==> src/rtl/rf_writeback_queue.sv <==
// In-order writeback FIFO feeding the register file write port, one retirement per cycle,
// with two combinational forwarding lookups over every result not yet written into the RF.
module rf_writeback_queue #(
    parameter int unsigned N     = 16,
    parameter int unsigned DEPTH = 4
) (
    input  logic                       clk,
    input  logic                       rst,

    input  logic                       in_valid,
    output logic                       in_ready,
    input  logic [2:0]                 in_addr,
    input  logic [N-1:0]               in_data,

    input  logic                       hold,

    output logic                       rf_we,
    output logic [2:0]                 rf_waddr,
    output logic [N-1:0]               rf_wdata,

    input  logic [2:0]                 lk_addr1,
    output logic                       lk_hit1,
    output logic [N-1:0]               lk_data1,
    input  logic [2:0]                 lk_addr2,
    output logic                       lk_hit2,
    output logic [N-1:0]               lk_data2,

    output logic [$clog2(DEPTH):0]     count,
    output logic                       empty
);

    localparam int unsigned PW = $clog2(DEPTH);
    localparam int unsigned CW = PW + 1;

    logic [2:0]    mem_addr [DEPTH];
    logic [N-1:0]  mem_data [DEPTH];

    logic [PW-1:0] wr_ptr_q, wr_ptr_d;
    logic [PW-1:0] rd_ptr_q, rd_ptr_d;
    logic [CW-1:0] count_q, count_d;

    logic          rf_we_q, rf_we_d;
    logic [2:0]    rf_waddr_q, rf_waddr_d;
    logic [N-1:0]  rf_wdata_q, rf_wdata_d;

    logic          push;
    logic          pop;

    assign in_ready = (count_q != CW'(DEPTH));
    assign push     = in_valid && in_ready;
    assign pop      = (count_q != '0) && !hold;

    always_comb begin
        wr_ptr_d   = wr_ptr_q;
        rd_ptr_d   = rd_ptr_q;
        count_d    = count_q;
        rf_we_d    = 1'b0;
        rf_waddr_d = rf_waddr_q;
        rf_wdata_d = rf_wdata_q;

        if (push) begin
            wr_ptr_d = wr_ptr_q + 1'b1;
        end
        if (pop) begin
            rd_ptr_d   = rd_ptr_q + 1'b1;
            rf_we_d    = 1'b1;
            rf_waddr_d = mem_addr[rd_ptr_q];
            rf_wdata_d = mem_data[rd_ptr_q];
        end

        unique case ({push, pop})
            2'b10:   count_d = count_q + 1'b1;
            2'b01:   count_d = count_q - 1'b1;
            default: count_d = count_q;
        endcase
    end

    always_ff @(posedge clk or posedge rst) begin
        if (rst) begin
            wr_ptr_q   <= '0;
            rd_ptr_q   <= '0;
            count_q    <= '0;
            rf_we_q    <= 1'b0;
            rf_waddr_q <= '0;
            rf_wdata_q <= '0;
        end else begin
            wr_ptr_q   <= wr_ptr_d;
            rd_ptr_q   <= rd_ptr_d;
            count_q    <= count_d;
            rf_we_q    <= rf_we_d;
            rf_waddr_q <= rf_waddr_d;
            rf_wdata_q <= rf_wdata_d;
        end
    end

    // Storage needs no reset: an entry is only ever read while count covers it.
    always_ff @(posedge clk) begin
        if (push) begin
            mem_addr[wr_ptr_q] <= in_addr;
            mem_data[wr_ptr_q] <= in_data;
        end
    end

    // Scan oldest to youngest so the youngest match overwrites; the output register ranks below all.
    logic [PW-1:0] scan_idx;

    always_comb begin
        lk_hit1  = 1'b0;
        lk_data1 = '0;
        lk_hit2  = 1'b0;
        lk_data2 = '0;
        scan_idx = '0;

        if (rf_we_q && (rf_waddr_q == lk_addr1)) begin
            lk_hit1  = 1'b1;
            lk_data1 = rf_wdata_q;
        end
        if (rf_we_q && (rf_waddr_q == lk_addr2)) begin
            lk_hit2  = 1'b1;
            lk_data2 = rf_wdata_q;
        end

        for (int unsigned i = 0; i < DEPTH; i++) begin
            scan_idx = rd_ptr_q + PW'(i);
            if (CW'(i) < count_q) begin
                if (mem_addr[scan_idx] == lk_addr1) begin
                    lk_hit1  = 1'b1;
                    lk_data1 = mem_data[scan_idx];
                end
                if (mem_addr[scan_idx] == lk_addr2) begin
                    lk_hit2  = 1'b1;
                    lk_data2 = mem_data[scan_idx];
                end
            end
        end
    end

    assign rf_we    = rf_we_q;
    assign rf_waddr = rf_waddr_q;
    assign rf_wdata = rf_wdata_q;
    assign count    = count_q;
    assign empty    = (count_q == '0) && !rf_we_q;

endmodule
==> config.mk <==
export PLATFORM = sky130hd
export DESIGN_NAME = rf_writeback_queue
export DESIGN_NICKNAME = d
export VERILOG_FILES = /design/src/rtl/rf_writeback_queue.sv
export SDC_FILE = /design/constraint.sdc
export NUM_CORES = 1
export LEC_CHECK = 0
export CAP_MARGIN = 20
export CORE_ASPECT_RATIO = 1.4
export CORE_MARGIN = 2
export CORE_UTILIZATION = 50
export CTS_BUF_LIST = sky130_fd_sc_hd__clkbuf_8
export CTS_CLUSTER_DIAMETER = 30
export CTS_CLUSTER_SIZE = 8
export DETAILED_ROUTE_END_ITERATION = 12
export GPL_TIMING_DRIVEN = 0
export PLACE_DENSITY = 0.73
export SYNTH_ARGS = -nofsm -noshare
export SYNTH_HDL_FRONTEND = slang
export SYNTH_SLANG_ARGS = --single-unit
==> constraint.sdc <==
create_clock -name clk -period 5.5 [get_ports clk]
set_input_delay 1.65 -clock clk [delete_from_list [all_inputs] [get_ports clk]]
set_output_delay 1.65 -clock clk [all_outputs]
set_load 0.01 [all_outputs]
==> results.yml <==
# implementation run metrics
global_route:
  grt_max_degree: 28
  grt_pass1_wl_mm: 32.2
  antenna_found_initial: 0
  first_global_vias: 6004
critical_path:
  endpoint_kind: "output port"
  worstRegToRegCells: 7
  cp_cell_sequence: "clkbuf_2 > xor2_1 > nor4_4 > buf_4 > nor2_4 > clkbuf_4 > a221oi_1 > o21ai_1 > clkdlybuf4s50_1"
  r2r_slack_ns: 2.80
  cp-startpoint: "lk_addr1[2]"
  crit_path_max_fanout: 10
  r2r_start: "rd_ptr_q[1]$_DFFE_PP0P_"
  cp-endpoint: "lk_data1[0]"
  slowest_stage: "clkdlybuf4s50_1"
  r2r-end: "rf_wdata[15]$_DFFE_PP0P_"
  worstPathRequired_ns: 3.85
synthesis:
  synth-main-ff-cell: "edfxtp_1"
  common_cells: "edfxtp_1 (76), nand2_1 (73), mux2i_1 (44), o21ai_0 (40)"
  netlist_instances: 662
  edf_count: 76
  syn_nets: 700
  top_cells_by_area: "edfxtp_1 (33%), dfrtp_1 (9.8%), mux2i_1 (6.4%)"
  most_common_cell: "edfxtp_1"
  synth_cell_types: 43
  ys_chip_area_mm2: 0.00692
  synth_seq_share: 0.427
  top_cell_area_share: 0.330
  avgSynthCellArea_um2: 10.5
  ys_warn_count: 0
  largest_area_cell: "edfxtp_1"
power:
  p_seq_frac: 0.210
  ir_drop_uv: 276
  p_leak_nw: 3.10
  powerDensity_mw_per_mm2: 711
  netSwitchingFraction: 0.464
  clockPowerShare: 0.082
  internal_power_mw: 3.18
  switching_power_mw: 2.76
  finalPower_mw: 5.94
  combPwrFrac: 0.708
routing:
  drtIter0Drc: 566
  via_per_inst: 6.27
  final_antenna_net_count: 0
  drcViolationCount: 0
  first_pass_iters: 6
die:
  io_pins: 88
  die_w_um: 103
finish:
  seq_cell_count: 103
  largestClassByArea: "combinational gates"
  num-nonclk-inverters: 24
  largest_register_ffs: 64
  largest-register: "mem_data"
  logic_area_mm2: 0.00369
  drive_above_1_share: 0.164
  nNetsFinal: 797
  fin_area_mm2: 0.00835
  area_growth_pct: 20.7
  signal_buffers: 143
  final-nonclk-buf-share: 0.142
  comb_cells: 478
timing:
  hold_viol_final: 0
  timing.final.crit_period_ns: 5.47
  fin_ws_ns: 0.0265
  tns_ns: 0
  period_used_share: 0.995
  finClkSkew_ns: 0.0222
  max_freq_mhz: 183
  fin_hold_ws_ns: 0.603
  tightest_slew_ns: 1.07
  finalMaxSlewViolations: 0
  rsz0062_at_grt: "no"
  setup_viol: 0
min_path:
  hold_path_depth: 1
  hold_class: "reg2reg"
clock_network:
  clockBufferDepth: 2
  root_buffer: "clkbuf_8"
  cts-buffers-inserted: 9
  ctsHtreeMaxLevel: 3
  cts_tree: "done"
  clock_latency_ns: 0.39
  cts_hold_buf: 0
  cts_setup_buffers: 6
  clkSlewWorstSetupHoldPaths_ns: 0.11
flow_run:
  maxCapViolCount: 0
  warnings: 32
placement:
  routabilityCongestion: 1.00
  dpl.hpwl_mm: 16.3
  post_dp_cell_area_mm2: 0.00796
  post-place-ws_ns: -0.561
  io_buffers: 81
status:
  status: "finished clean"
-- kinds of logic (layout without fill, tap and decap cells) --
kind of cell / count (synthesis) / in the layout / synth area share
AOI/OAI and AO/OA: 183 / 183 / 0.185
and+or+nand+nor: 156 / 156 / 0.113
DFF: 103 / 103 / 0.427
muxes: 93 / 93 / 0.163
buffers and inverters: 81 / 183 / 0.0486
xor gates and xnor gates: 37 / 37 / 0.0468
adders and majority gates: 9 / 9 / 0.0163
-- power groups by stage --
stage / combinational (mW) / clock [mW] / sequential (mW)
detailed placement: 4.07 / 0 / 1.26
global placement: 4.03 / 0 / 1.24
finish: 4.21 / 0.487 / 1.25
floorplan: 2.46 / 0 / 1.24
global route: 4.47 / 0.522 / 1.27
CTS: 4.09 / 0.493 / 1.24
-- layer usage --
| metal | wire [um] | track usage | vias up |
|---|---|---|---|
| met1 | 7960 | 0.340 | 2845 |
| met5 | 0 | 0 | - |
| met2 | 10800 | 0.500 | 336 |
| li1 | - | - | 2694 |
| met3 | 1380 | 0.0387 | 59 |
| met4 | 921 | 0.157 | 0 |
-- placed cells by master (no fill, tap or decap), types with 11 or more instances in the layout --
cell,netlist,final
clkbuf_2,0,17
xnor2_1,25,25
nor2b_1,14,14
mux2_2,37,37
dlygate4sd2_1,0,11
and2_1,17,16
mux2i_1,44,44
inv_1,24,25
nor3_1,27,27
nand2_1,73,73
mux4_2,12,12
dfrtp_1,27,27
a221o_1,17,17
edfxtp_1,76,76
a21oi_1,24,24
clkdlybuf4s50_1,0,70
o21ai_0,40,40
o22a_1,15,15
o22ai_1,18,18
o211ai_1,16,16
clkbuf_1,37,15
a221oi_1,15,15
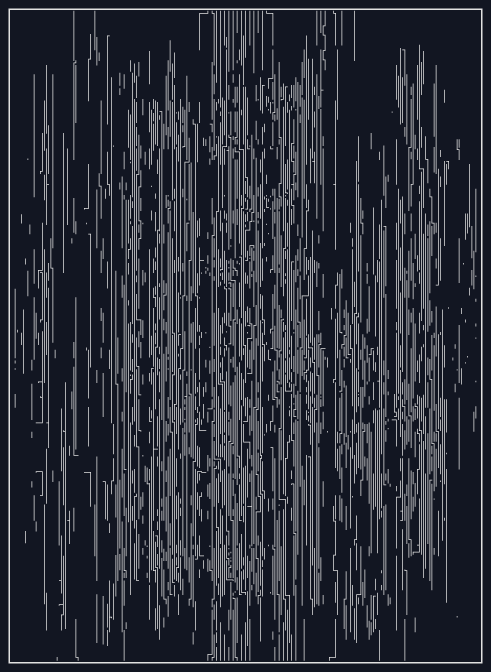
**Above:** the metal 2 layer.
share of all routed wire: 51%
nets with wire on the layer: 700
main direction: vertical
wire length on this layer: 10800 um
vias: 5934
final wirelength: 21.1 mm
met2 GRT Util: 0.500

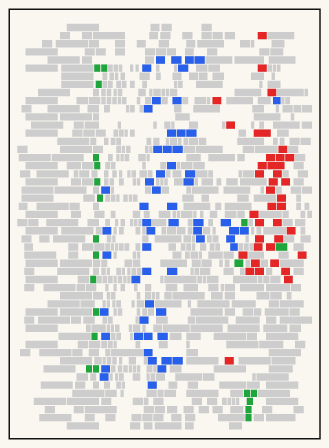
**Above:** logic cells by family.
[red] xor and xnor cells | cells: 37 | where: middle right
[blue] non-inverting ao/oa cells | cells: 58
[green] and/or cells | cells: 22
dominant logic cell type in the layout: edfxtp_1
fraction of area in multi-input gates: 0.442
Finished Layout Cells: 946

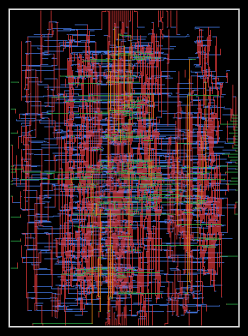
**Above:** routed metal, one color a layer.
[blue] M1 | wire length: 7960 um
[orange] M4 | wire length: 921 um
[green] M3 | wire length: 1380 um
[red] M2 | wire length: 10800 um
DR WL/cell: 22.3 um
Total GRT Usage: 0.289

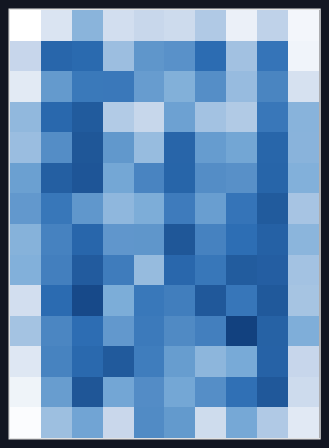
**Above:** cell area per tile.
The die is cut into 10 by 14 equal tiles; white is low, dark blue is high, 0 to 100% covered.
nearly empty tiles: 1.4%
emptiest ninth of the die: upper right
tiles over 75% full: 24%
fullest tile: 93%
total core area: 0.0135 mm2
final core utilization: 0.621
floorplan core density: 0.515

No activity file was given, so power comes from the tool's default toggle rates.
